==> run_1/placement_by_type.png <==
Drawn at 2 px/µm.
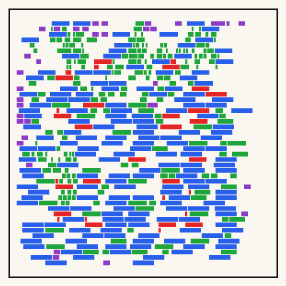
==> run_1/clk_routes.png <==
Drawn at 4 px/µm.
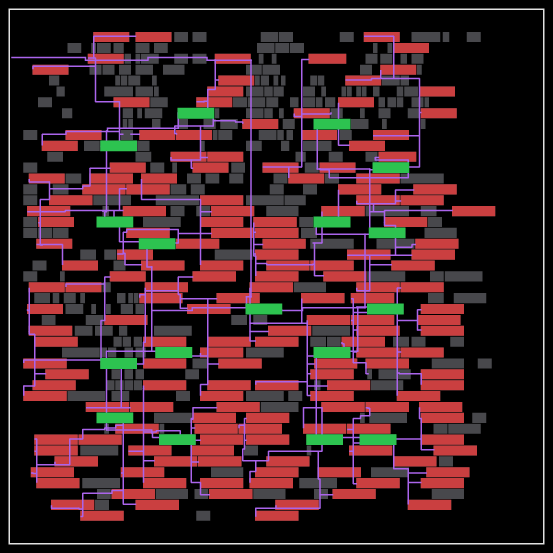
==> run_1/io_fan.png <==
Drawn at 4 px/µm.
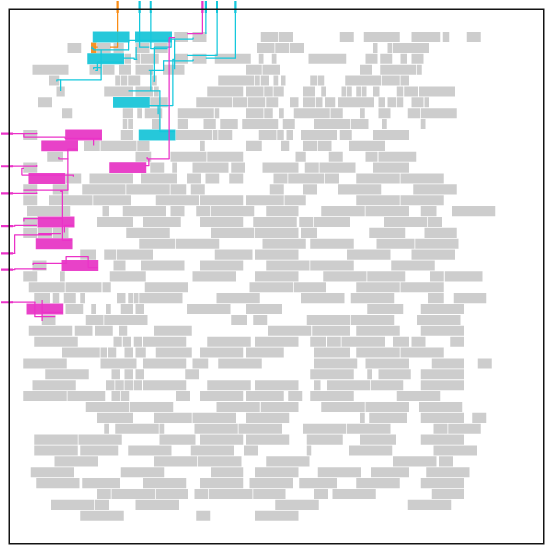
==> run_1/layer_met3.png <==
Drawn at 3 px/µm.
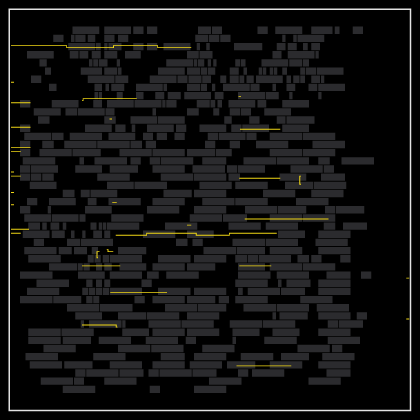
### src/rtl/saturn_char_uart_tx.sv
// 8N1 UART transmitter fed by a small character FIFO; sits behind saturn_bus and
// drives the ESP32/USB console line plus the last-char LED bank.
module saturn_char_uart_tx #(
  parameter int CLK_HZ     = 25000000,
  parameter int BAUD       = 115200,
  parameter int FIFO_DEPTH = 16
) (
  input  logic                          i_clk,
  input  logic                          i_reset_n,
  input  logic [7:0]                    i_char,
  input  logic                          i_char_valid,
  output logic                          o_char_ready,
  output logic                          o_tx,
  output logic                          o_busy,
  output logic [$clog2(FIFO_DEPTH):0]   o_fifo_count,
  output logic                          o_overflow,
  output logic [7:0]                    o_last_char,
  output logic [1:0]                    o_state
);

  localparam int DIV = (CLK_HZ + BAUD / 2) / BAUD;
  localparam int CW  = (DIV > 1) ? $clog2(DIV) : 1;
  localparam int AW  = $clog2(FIFO_DEPTH);
  localparam int NW  = AW + 1;
  localparam logic [CW-1:0] DIV_LAST = CW'(DIV - 1);

  typedef enum logic [1:0] {IDLE, START, DATA, STOP} state_t;

  state_t         state, state_next;
  logic [CW-1:0]  baud_cnt;
  logic [2:0]     bit_idx;
  logic [7:0]     shift;
  logic [7:0]     mem [FIFO_DEPTH];
  logic [AW-1:0]  wr_ptr, rd_ptr;
  logic [NW-1:0]  count;
  logic           push, pop, bit_end, line_next;

  // Handshake: a char is taken on any edge where i_char_valid && o_char_ready.
  // Ready depends only on the registered count, so a same-cycle pop never
  // makes room for a write into a full FIFO.
  assign o_char_ready = (count < NW'(FIFO_DEPTH));
  assign push         = i_char_valid && o_char_ready;
  assign bit_end      = (baud_cnt == DIV_LAST);
  assign o_busy       = (count != '0) || (state != IDLE);
  assign o_fifo_count = count;
  assign o_state      = state;

  always_comb begin
    state_next = state;
    pop        = 1'b0;
    line_next  = 1'b1;
    case (state)
      IDLE: begin
        if (count != '0) begin
          pop        = 1'b1;
          state_next = START;
        end
      end
      START: begin
        line_next = 1'b0;
        if (bit_end) state_next = DATA;
      end
      DATA: begin
        line_next = shift[0];
        if (bit_end && bit_idx == 3'd7) state_next = STOP;
      end
      STOP: begin
        line_next = 1'b1;
        // Reloading straight from STOP keeps frames back to back with no idle gap.
        if (bit_end) begin
          if (count != '0) begin
            pop        = 1'b1;
            state_next = START;
          end else begin
            state_next = IDLE;
          end
        end
      end
      default: state_next = IDLE;
    endcase
  end

  always_ff @(posedge i_clk or negedge i_reset_n) begin
    if (!i_reset_n) state <= IDLE;
    else            state <= state_next;
  end

  always_ff @(posedge i_clk or negedge i_reset_n) begin
    if (!i_reset_n) begin
      baud_cnt <= '0;
      bit_idx  <= 3'd0;
      shift    <= 8'd0;
      o_tx     <= 1'b1;
    end else begin
      o_tx <= line_next;
      if (state == IDLE || bit_end) baud_cnt <= '0;
      else                          baud_cnt <= baud_cnt + CW'(1);
      if (pop) begin
        shift   <= mem[rd_ptr];
        bit_idx <= 3'd0;
      end else if (state == DATA && bit_end) begin
        shift   <= {1'b0, shift[7:1]};
        bit_idx <= bit_idx + 3'd1;
      end
    end
  end

  always_ff @(posedge i_clk or negedge i_reset_n) begin
    if (!i_reset_n) begin
      wr_ptr      <= '0;
      rd_ptr      <= '0;
      count       <= '0;
      o_overflow  <= 1'b0;
      o_last_char <= 8'd0;
    end else begin
      if (push) begin
        wr_ptr      <= wr_ptr + AW'(1);
        o_last_char <= i_char;
      end
      if (pop) rd_ptr <= rd_ptr + AW'(1);
      count <= count + NW'(push) - NW'(pop);
      if (i_char_valid && !o_char_ready) o_overflow <= 1'b1;
    end
  end

  always_ff @(posedge i_clk) begin
    if (push) mem[wr_ptr] <= i_char;
  end

endmodule
### config.mk
export PLATFORM = sky130hd
export DESIGN_NAME = saturn_char_uart_tx
export DESIGN_NICKNAME = d
export VERILOG_FILES = /design/src/rtl/saturn_char_uart_tx.sv
export SDC_FILE = /design/constraint.sdc
export NUM_CORES = 1
export LEC_CHECK = 0
export CAP_MARGIN = 20
export CORE_MARGIN = 3
export CORE_UTILIZATION = 45
export CTS_BUF_LIST = sky130_fd_sc_hd__clkbuf_8 sky130_fd_sc_hd__clkbuf_16
export DETAILED_ROUTE_END_ITERATION = 10
export GPL_TIMING_DRIVEN = 1
export MAX_ROUTING_LAYER = met4
export SYNTH_ARGS = -nofsm -noshare
export SYNTH_HDL_FRONTEND = slang
export SYNTH_SLANG_ARGS = --single-unit
### constraint.sdc
create_clock -name i_clk -period 5.9 [get_ports i_clk]
set_input_delay 0.59 -clock i_clk [delete_from_list [all_inputs] [get_ports i_clk]]
set_output_delay 0.59 -clock i_clk [all_outputs]
set_load 0.01 [all_outputs]
==> flow_metrics.rpt, run 1 <==
==== FLOW RESULTS ====
----------------------------------------------------
[Clocking]
  Clk slew on worst S/H paths ........................ 0.06 ns
  Setup bufs post-CTS ........................ 0
  Number of H-tree branching levels ........................ 4
  CTS tree ........................ built
  Inserted Clock Buffers ........................ 17
  Hold_buf cts ........................ 0

[Final timing]
  Worst slew pin tran ........................ 0.836 ns
  Share of the clock period used by the worst path ........................ 51.0%
  Final Slew Violations ........................ 0

[Setup path]
  Kind of end point of the critical path ........................ flip-flop
  Required @ worst endpoint ........................ 6.24 ns
  R2r setup slk ........................ 2.89 ns
  Start point of the critical path ........................ baud_cnt[0]
  Worst setup SP type ........................ flip-flop

[Routing]
  Detailed-routing iteration count for the pre-antenna-repair pass ........................ 4

[Power]
  Design Power ........................ 3080 µW

[Layout]
  Final net count ........................ 466
  Fraction of standard cell area in multi-input logic ........................ 25.9%
  Storage cell area ........................ 0.00495 mm²
  Clock distribution area overhead in the final layout ........................ 7.20%
  Fillcell total ........................ 1267
  Logic area ........................ 0.00217 mm²
  Cell class with the largest area share ........................ registers
  Top cells excl fill/tap ........................ sky130_fd_sc_hd__edfxtp_1 (128), sky130_fd_sc_hd__dfrtp_1 (42), sky130_fd_sc_hd__mux2i_1 (33), sky130_fd_sc_hd__clkdlybuf4s50_1 (28), sky130_fd_sc_hd__mux4_1 (20)
  Fraction of final layout cells with drive strength greater than 1 ........................ 15.0%
  Register with the most flip-flops ........................ mem

[Min path]
  Min-Delay Endpoint ........................ o_overflow
  Depth of the worst hold-timing path ........................ 1

[Logic synthesis]
  Sequential share of the synthesized area ........................ 67.9%
  Post-synthesis share of cell area spent on full adders, half adders and majority gates ........................ 3.54%
  Count of cell types in the netlist ........................ 39
  Yosys warns ........................ 0
  Cell taking the most area after synthesis ........................ sky130_fd_sc_hd__edfxtp_1
  Area of the mapped netlist ........................ 0.00729 mm²
  Main logic family after synthesis ........................ multiplexers
  Mapped Cells ........................ 396

[Global routing]
  Sum of overflow across all layers after global routing ........................ 0
  Initial antenna violation count ........................ 0

[Outcome]
  Run status ........................ completed

[Placement]
  Post-detail-place hpwl ........................ 8560 µm

----------------------------------------------------
Notes on placement_by_type.png above:
| color | class | cells |
|---|---|---|
| green | combinational and other logic | 210 |
| red | clock drivers and dummy loads | 32 |
| blue | flops | 172 |
| purple | other buffers and delay cells | 34 |
number of rows created at floorplan: 45
utilization after layout: 54.0%
final standard cell area without fillers: 0.00839 mm²
Core Box Area: 0.0155 mm²
flop share of the area: 59.0%

Notes on clk_routes.png above:
[purple] clock wires | length: 1880 µm
[red] flip-flops | count: 172
[green] clock drivers | count: 17
routed clock nets: 18
later-pin clock latency in the skew report: 0.42 ns
portion of total power attributed to the clock network: 37.0%

Notes on io_fan.png above:
| color | port | direction | edge | end cells | buffers | wire |
|---|---|---|---|---|---|---|
| magenta | o_last_char | output | 7 left, 1 top | 8 | 8 | 242 µm |
| orange | o_char_ready | output | top | 1 | 1 | 11.5 µm |
| cyan | o_fifo_count | output | top | 5 | 5 | 219 µm |
IO buf count: 29
IO Count: 30

Notes on layer_met3.png above:
nets with wire on the layer: 21
wire length on this layer: 310 µm
total wire length after detailed routing: 13600 µm
vias after detailed routing: 3493
global routing met3 resource utilization: 3.63%

run 1: worst max-delay path, cell delays in order, from the launching register on:
cell and delay [ns]:
sky130_fd_sc_hd__dfrtp_1 0.42, sky130_fd_sc_hd__inv_1 0.07, sky130_fd_sc_hd__ha_1 0.20, sky130_fd_sc_hd__and3b_1 0.23, sky130_fd_sc_hd__a31o_2 0.29, sky130_fd_sc_hd__nand2_1 0.47
sky130_fd_sc_hd__xnor2_1 0.19, sky130_fd_sc_hd__ha_1 0.20, sky130_fd_sc_hd__inv_1 0.06, sky130_fd_sc_hd__fa_1 0.39, sky130_fd_sc_hd__inv_1 0.07, sky130_fd_sc_hd__a21oi_1 0.06
sky130_fd_sc_hd__o21bai_1 0.16, sky130_fd_sc_hd__xnor2_1 0.14
run 1: stage by stage:
step | instances | setup slack (ns) | hold WS (ns) | util (%) | cell area [µm²]
after floorplan | 396 | 3.36 | 0.294 | - | 7290
after global placement | 624 | 3.06 | 0.453 | 49.8 | 7740
after detailed placement | 624 | 2.90 | 0.452 | 49.8 | 7740
after CTS | 656 | 2.88 | 0.375 | 53.7 | 8340
after global routing | 659 | 2.66 | 0.497 | 54.0 | 8390
final | 659 | 2.89 | 0.459 | 54.0 | 8390
run 1: layer usage:
layer  GRT usage [%]  part of all wire, %  vias up
met3            3.63                  2.3       13
met1            22.3                   48     1829
met2            25.3                   49       41
met4            6.34                  1.3        0
met5               -                    0        -
li1                -                    -     1610
run 1: power breakdown:
part           switching [µW]  internal (µW)
Combinational             220            226
Clock                     439            700
Sequential               68.4           1420
==> run_1/clocks.png <==
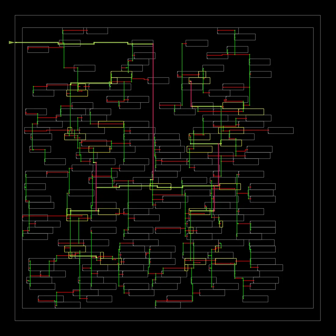

==> run 2, diff against run 1 <==
==> constraint.sdc (replaced) <==
create_clock -name i_clk -period 2.76 [get_ports i_clk]
set_input_delay 0.276 -clock i_clk [delete_from_list [all_inputs] [get_ports i_clk]]
set_output_delay 0.276 -clock i_clk [all_outputs]
set_load 0.01 [all_outputs]
==> run_2/clocks.png <==
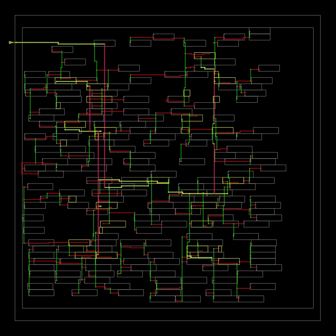
Flop Count: 172
clk sinks: 172
clock buffers: 17
worst setup skew after layout: 0.00645 ns

==> run 2 against run 1 <==
Net effect: wire length down 2.7%; hold slack worse by 0.23 ns; maximum frequency up 17%; cell area up 0.78%; first-iteration DRC count up 18%; global-route usage down 0.36 points; die area unchanged.
==> flow_metrics.rpt, run 2 <==
==== FLOW RESULTS ====
----------------------------------------------------
[Logic synthesis]
  Post-synthesis share of cell area spent on full adders, half adders and majority gates ........................ 3.54% (unchanged)
  Max-area cell share ........................ 52.8% (unchanged)
  Mux share ........................ 18.2% (unchanged)
  Number of nets in the synthesized netlist ........................ 427 (unchanged)
  Most popular library cell in the synthesized design by count ........................ sky130_fd_sc_hd__edfxtp_1 (unchanged)
  Main logic family after synthesis ........................ multiplexers (unchanged)
  Synth flops ........................ 172 (unchanged)
  Area of the mapped netlist ........................ 0.00729 mm² (unchanged)
  Count of cell types in the netlist ........................ 39 (unchanged)
  Cell taking the most area after synthesis ........................ sky130_fd_sc_hd__edfxtp_1 (unchanged)
  Yosys warns ........................ 0 (unchanged)
  Sequential share of the synthesized area ........................ 67.9% (unchanged)
  Post-synthesis async set-or-reset flop share ........................ 25.6% (unchanged)
  Mapped Cells ........................ 396 (unchanged)
  Commonest cells in the netlist ........................ sky130_fd_sc_hd__edfxtp_1 (128), sky130_fd_sc_hd__dfrtp_1 (43), sky130_fd_sc_hd__mux2i_1 (33) (unchanged)
  Top post-synthesis cells by area ........................ sky130_fd_sc_hd__edfxtp_1 (53%), sky130_fd_sc_hd__dfrtp_1 (15%), sky130_fd_sc_hd__mux4_1 (7.2%) (unchanged)

[Clocking]
  CTS tree ........................ built (unchanged)
  Inserted Clock Buffers ........................ 17 (unchanged)
  Clk slew on worst S/H paths ........................ 0.06 ns (about the same)
  Number of H-tree branching levels ........................ 4 (unchanged)
  Later-pin clock latency in the skew report ........................ 0.42 ns (about the same)

[Placement]
  Number of placed instances with taps included ........................ 635 (was 624)
  Post-detail-place hpwl ........................ 8670 µm (was 8560 µm)
  IO buf count ........................ 29 (unchanged)
  Placed Area ........................ 0.00783 mm² (was 0.00774 mm²)
  Place WS ........................ 0.191 ns (was 2.90 ns)
  Final estimated routing congestion in global placement ........................ 0.751 (was 0.736)

[Final timing]
  Final Slew Violations ........................ 0 (unchanged)
  Slack of the critical path ........................ 0.194 ns (was 2.89 ns)
  Smallest hold slack ........................ 0.226 ns (was 0.459 ns)
  Final count of negative-setup-slack endpoints ........................ 0 (unchanged)
  Worst slew pin tran ........................ 0.720 ns (was 0.836 ns)
  Share of the clock period used by the worst path ........................ 93.0% (was 51.0%)

[Layout]
  Final net count ........................ 477 (was 466)
  Logic area ........................ 0.00218 mm² (was 0.00217 mm²)
  Final cell count without fillers ........................ 669 (was 659)
  Count of inserted antenna diode cells ........................ 0 (unchanged)
  Fraction of final layout cells with drive strength greater than 1 ........................ 17.0% (was 15.0%)
  Storage cell area ........................ 0.00495 mm² (about the same)
  Fillcell total ........................ 1285 (was 1267)
  Utilization after layout ........................ 54.4% (was 54.0%)
  Top cells excl fill/tap ........................ sky130_fd_sc_hd__edfxtp_1 (128), sky130_fd_sc_hd__dfrtp_1 (43), sky130_fd_sc_hd__mux2i_1 (33), sky130_fd_sc_hd__clkdlybuf4s50_1 (28), sky130_fd_sc_hd__mux4_1 (20) (was sky130_fd_sc_hd__edfxtp_1 (128), sky130_fd_sc_hd__dfrtp_1 (42), sky130_fd_sc_hd__mux2i_1 (33), sky130_fd_sc_hd__clkdlybuf4s50_1 (28), sky130_fd_sc_hd__mux4_1 (20))
  Final standard cell area without fillers ........................ 0.00845 mm² (was 0.00839 mm²)
  Register with the most flip-flops ........................ mem (unchanged)
  Number of flip-flops in the largest register ........................ 128 (unchanged)

[Global routing]
  Pin count of the biggest net entering global routing ........................ 45 (unchanged)
  Initial antenna violation count ........................ 0 (unchanged)
  Sum of overflow across all layers after global routing ........................ 0 (unchanged)

[Floorplan]
  IO Count ........................ 30 (unchanged)
  Core utilization at floorplan ........................ 46.9% (unchanged)
  Number of rows created at floorplan ........................ 45 (unchanged)
  Die ar. ........................ 0.0178 mm² (unchanged)
  Height of the chip ........................ 133 µm (unchanged)
  Core Box Area ........................ 0.0155 mm² (unchanged)

[Setup path]
  Ordered list of cells on the worst path ........................ inv_1 -> ha_1 -> and3b_1 -> a31o_2 -> nand2_1 -> xnor2_1 -> ha_1 -> inv_1 -> fa_1 -> inv_1 -> a21oi_1 -> o21bai_1 -> xnor2_1 (unchanged)
  Peak fanout along the critical path ........................ 5 (was 11)
  Biggest cell delay along the critical path ........................ 0.40 ns (was 0.47 ns)
  Most repeated library cell on the critical path ........................ sky130_fd_sc_hd__inv_1 (unchanged)
  Required @ worst endpoint ........................ 3.10 ns (was 6.24 ns)
  Cell type of the slowest stage on the worst timing path ........................ sky130_fd_sc_hd__dfrtp_1 (was sky130_fd_sc_hd__nand2_1)
  R2r setup slk ........................ 0.19 ns (was 2.89 ns)
  Worst setup SP type ........................ flip-flop (unchanged)
  Kind of end point of the critical path ........................ flip-flop (unchanged)
  Arrival time reported for the critical path endpoint ........................ 2.91 ns (was 3.35 ns)

[Power]
  Power density over the cells ........................ 768 mW/mm² (was 367 mW/mm²)
  Design Power ........................ 6490 µW (was 3080 µW)
  Peak VDD IR ........................ 0.457 mV (was 0.224 mV)

[Routing]
  Mean routed wirelength per cell ........................ 19.7 µm (was 20.6 µm)
  Via density ........................ 5.25 (was 5.30)
  Vias after detailed routing ........................ 3512 (was 3493)
  Total wire length after detailed routing ........................ 13200 µm (was 13600 µm)
  Detailed-routing iteration count for the pre-antenna-repair pass ........................ 4 (unchanged)
  Remaining antenna violation count after routing ........................ 0 (unchanged)

[Outcome]
  Run status ........................ completed (unchanged)

----------------------------------------------------
==> run 2: kinds of logic after synthesis <==
| logic type | count (synthesis) |
|---|---|
| fa+ha+maj | 20 |
| flops | 172 |
| buf+inv | 28 |
| compound gates | 12 |
| xor+xnor | 18 |
| simple gates | 63 |
| mux | 83 |
==> run 2: layout make-up <==
class	instances	share of cell area (%)
sequential	172	58.5
multi-input combinational	196	25.8
timing repair buffer	45	5.12
clock buffer	17	5.03
tap	211	3.12
clock inverter	14	1.84
inverter	14	0.622
==> run 2: power by group <==
part	leakage (µW)	switching [µW]	internal, µW
combinational	0.00118	475	506
sequential	0.00168	132	3040
clock	0.000275	938	1400
total	0.00313	1550	4950
==> run 2: final timing paths <==
| check | from | end |
|---|---|---|
| max | baud_cnt[0] | o_fifo_count[4] |
| min | i_reset_n | o_state[0] |
| max reg2reg | baud_cnt[0] | o_fifo_count[4] |
| min reg2reg | o_overflow | o_overflow |
| max in group asynchronous | i_reset_n | wr_ptr[0] |
| min in group i_clk | i_char_valid | o_overflow |
==> run 2: per-layer routing <==
metal / vias up / track usage (%) / share of wire (%)
met5: - / - / 0
met4: 0 / 6.06 / 1.5
met3: 15 / 3.13 / 2.0
met2: 47 / 24.9 / 49
met1: 1817 / 22.0 / 47
li1: 1633 / - / -
==> run 2: repair_timing <==
| action | in CTS | in global routing |
|---|---|---|
| buffers inserted | 0 | 1 |
| setup endpoints to repair | 0 | 1 |
| hold endpoints to repair | 0 | 32 |
| resized | 0 | 1 |
| hold buffers | 0 | 1 |
==> run 2: worst max-delay path: cells and delay by family (launching register included) <==
kind	cells	cell delay [ns]
fa+ha+maj	3	0.79
buf+inv	3	0.19
compound gates	3	0.50
simple gates	2	0.35
flops	1	0.40
xor+xnor	2	0.28
==> run_2/clk_routes.png <==
Drawn at 4 px/µm.
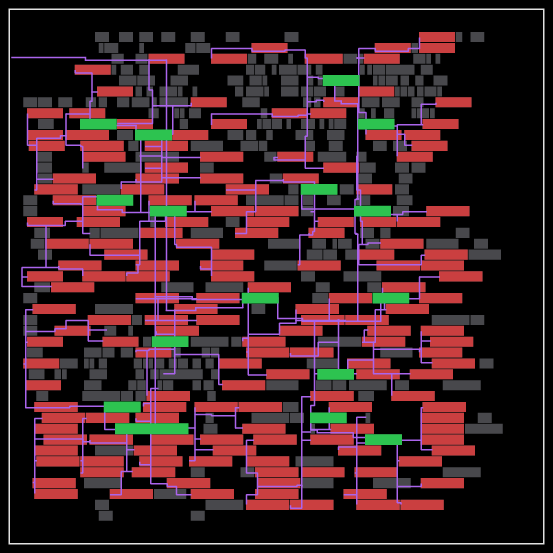

==> run 3, diff against run 2 <==
--- a/config.mk
+++ b/config.mk
@@ -7,11 +7,12 @@
 export LEC_CHECK = 0
 export CAP_MARGIN = 20
 export CORE_MARGIN = 3
-export CORE_UTILIZATION = 45
+export CORE_UTILIZATION = 54
 export CTS_BUF_LIST = sky130_fd_sc_hd__clkbuf_8 sky130_fd_sc_hd__clkbuf_16
 export DETAILED_ROUTE_END_ITERATION = 10
 export GPL_TIMING_DRIVEN = 1
 export MAX_ROUTING_LAYER = met4
+export PLACE_DENSITY = 0.75
 export SYNTH_ARGS = -nofsm -noshare
 export SYNTH_HDL_FRONTEND = slang
 export SYNTH_SLANG_ARGS = --single-unit
==> run_3/clk_routes.png <==
Drawn at 4 px/µm.
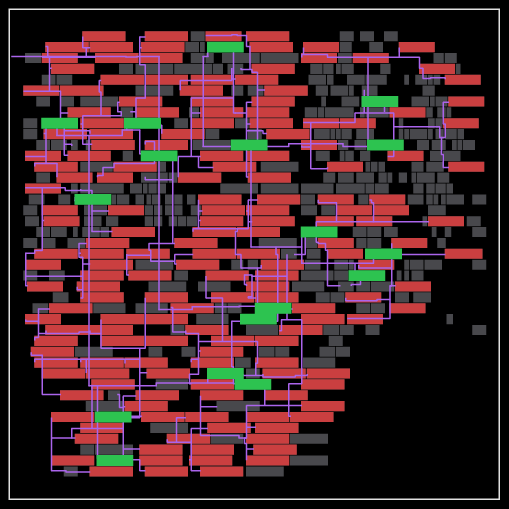
[purple] clock wires | length: 1880 µm
[red] flip-flops | count: 172
[green] clock drivers | count: 17
routed clock nets: 18
flops lie: all over the die
portion of total power attributed to the clock network: 37.3%
worst setup skew after layout: 0.0129 ns

==> run 3 against run 2 <==
Net effect: clock skew up 0.0065 ns; critical endpoint unchanged; flip-flop count unchanged; final cell count down 6.1%.
==> flow_metrics.rpt, run 3 <==
==== FLOW RESULTS ====
----------------------------------------------------
[Layout]
  Final cell count without fillers ........................ 628 (was 669)
  Register with the most flip-flops ........................ mem (unchanged)
  Number of flip-flops in the largest register ........................ 128 (unchanged)
  Final net count ........................ 474 (was 477)
  Fraction of final layout cells with drive strength greater than 1 ........................ 17.5% (was 17.0%)
  Final standard cell area without fillers ........................ 0.00841 mm² (was 0.00845 mm²)

[Setup path]
  Peak fanout along the critical path ........................ 6 (was 5)
  Required @ worst endpoint ........................ 3.11 ns (was 3.10 ns)
  Number of buffer and inverter instances along the worst setup path ........................ 3 (unchanged)
  Count of cell instances traversed by the critical path ........................ 13 (unchanged)
  R2r setup slk ........................ 0.26 ns (was 0.19 ns)
  Arrival time reported for the critical path endpoint ........................ 2.85 ns (was 2.91 ns)
  Cell type of the slowest stage on the worst timing path ........................ sky130_fd_sc_hd__dfrtp_1 (unchanged)
  Kind of end point of the critical path ........................ flip-flop (unchanged)
  Worst setup SP type ........................ flip-flop (unchanged)
  Most repeated library cell on the critical path ........................ sky130_fd_sc_hd__inv_1 (unchanged)
  Worst path top cell family by delay ........................ adder cells (unchanged)

[Final timing]
  Final Slew Violations ........................ 0 (unchanged)
  Final count of negative-setup-slack endpoints ........................ 0 (unchanged)
  Share of the clock period used by the worst path ........................ 90.6% (was 93.0%)
  Worst slew pin tran ........................ 0.656 ns (was 0.720 ns)

[Power]
  Switching part of the total ........................ 25.8% (was 23.8%)
  Power density over the cells ........................ 789 mW/mm² (was 768 mW/mm²)
  Net Sw Power ........................ 1710 µW (was 1550 µW)
  Design Power ........................ 6630 µW (was 6490 µW)
  Cell Int Power ........................ 4920 µW (was 4950 µW)
  Part of the power in registers ........................ 47.8% (was 48.9%)
  Peak VDD IR ........................ 0.717 mV (was 0.457 mV)

[Routing]
  Total wire length after detailed routing ........................ 13200 µm (about the same)
  Via density ........................ 5.70 (was 5.25)
  Detailed-routing iteration count for the pre-antenna-repair pass ........................ 4 (unchanged)

[Logic synthesis]
  Cell taking the most area after synthesis ........................ sky130_fd_sc_hd__edfxtp_1 (unchanged)
  Most popular library cell in the synthesized design by count ........................ sky130_fd_sc_hd__edfxtp_1 (unchanged)
  Area of the mapped netlist ........................ 0.00729 mm² (unchanged)
  Synth flops ........................ 172 (unchanged)
  Count of cell types in the netlist ........................ 39 (unchanged)
  Sequential share of the synthesized area ........................ 67.9% (unchanged)
  Post-synthesis async set-or-reset flop share ........................ 25.6% (unchanged)
  Top post-synthesis cells by area ........................ sky130_fd_sc_hd__edfxtp_1 (53%), sky130_fd_sc_hd__dfrtp_1 (15%), sky130_fd_sc_hd__mux4_1 (7.2%) (unchanged)
  Number of nets in the synthesized netlist ........................ 427 (unchanged)

[Clocking]
  Resize count post-CTS ........................ 0 (unchanged)
  CTS tree ........................ built (unchanged)
  Clk slew on worst S/H paths ........................ 0.07 ns (was 0.06 ns)
  Later-pin clock latency in the skew report ........................ 0.44 ns (was 0.42 ns)
  Inserted Clock Buffers ........................ 17 (unchanged)
  Number of H-tree branching levels ........................ 4 (unchanged)

[Placement]
  IO buf count ........................ 29 (unchanged)
  Final estimated routing congestion in global placement ........................ 0.787 (was 0.751)
  Place WS ........................ 0.257 ns (was 0.191 ns)
  Post-detail-place hpwl ........................ 8430 µm (was 8670 µm)
  Number of placed instances with taps included ........................ 595 (was 635)

[Floorplan]
  Core Box Area ........................ 0.0129 mm² (was 0.0155 mm²)
  IO Count ........................ 30 (unchanged)
  Height of the chip ........................ 122 µm (was 133 µm)
  Die ar. ........................ 0.0149 mm² (was 0.0178 mm²)
  Number of rows created at floorplan ........................ 41 (was 45)

[Global routing]
  Pin count of the biggest net entering global routing ........................ 35 (was 45)
  Initial antenna violation count ........................ 0 (unchanged)
  Sum of overflow across all layers after global routing ........................ 0 (unchanged)

[Outcome]
  Run status ........................ completed (unchanged)

----------------------------------------------------
run 3: cell counts after synthesis:
Identical to the previous run, type by type.
run 3: cells by family after synthesis:
logic type / synth area share (%)
AND/OR/NAND/NOR: 4.76
multiplexers: 18.2
AND-OR/OR-AND: 1.15
buffers and inverters: 2.27
flip-flops: 67.9
adder cells (fa/ha/maj): 3.54
XOR/XNOR: 2.16
run 3: repair_timing:
| item | 4_1_cts | 5_1_grt |
|---|---|---|
| endpoints found under the hold margin | 16 | 0 |
| setup buffers | 0 | 0 |
| hold buffers | 1 | 0 |
run 3: final timing paths:
path                                   start               to
worst max-delay path             baud_cnt[0]  o_fifo_count[4]
worst min-delay path               i_reset_n        rd_ptr[1]
worst max register to register   baud_cnt[0]  o_fifo_count[4]
worst min register to register      shift[0]             o_tx
max in group asynchronous          i_reset_n             o_tx
min in group i_clk              i_char_valid       o_overflow
run 3: layer usage:
metal	track usage [%]	routed length [µm]
met1	25.8	5380
met2	31.5	6860
met3	4.18	691
met4	7.35	255
met5	-	0
run 3: cell type report:
class | instances | area, µm²
Sequential cell | 172 | 4950
Fill cell | 882 | 4520
Multi-Input combinational cell | 196 | 2170
Clock buffer | 17 | 425
Timing Repair Buffer | 42 | 398
Tap cell | 172 | 215
Clock inverter | 15 | 198
Inverter | 14 | 52.6
run 3: power groups by stage:
stage / clock network [µW] / logic [µW] / registers (µW)
6_report: 2480 / 983 / 3170
3_3_place_gp: 0 / 959 / 3210
5_1_grt: 2610 / 1080 / 3200
2_1_floorplan: 0 / 493 / 3250
3_5_place_dp: 0 / 982 / 3230
4_1_cts: 2510 / 1000 / 3180
Power is estimated from default activity; no workload was simulated.
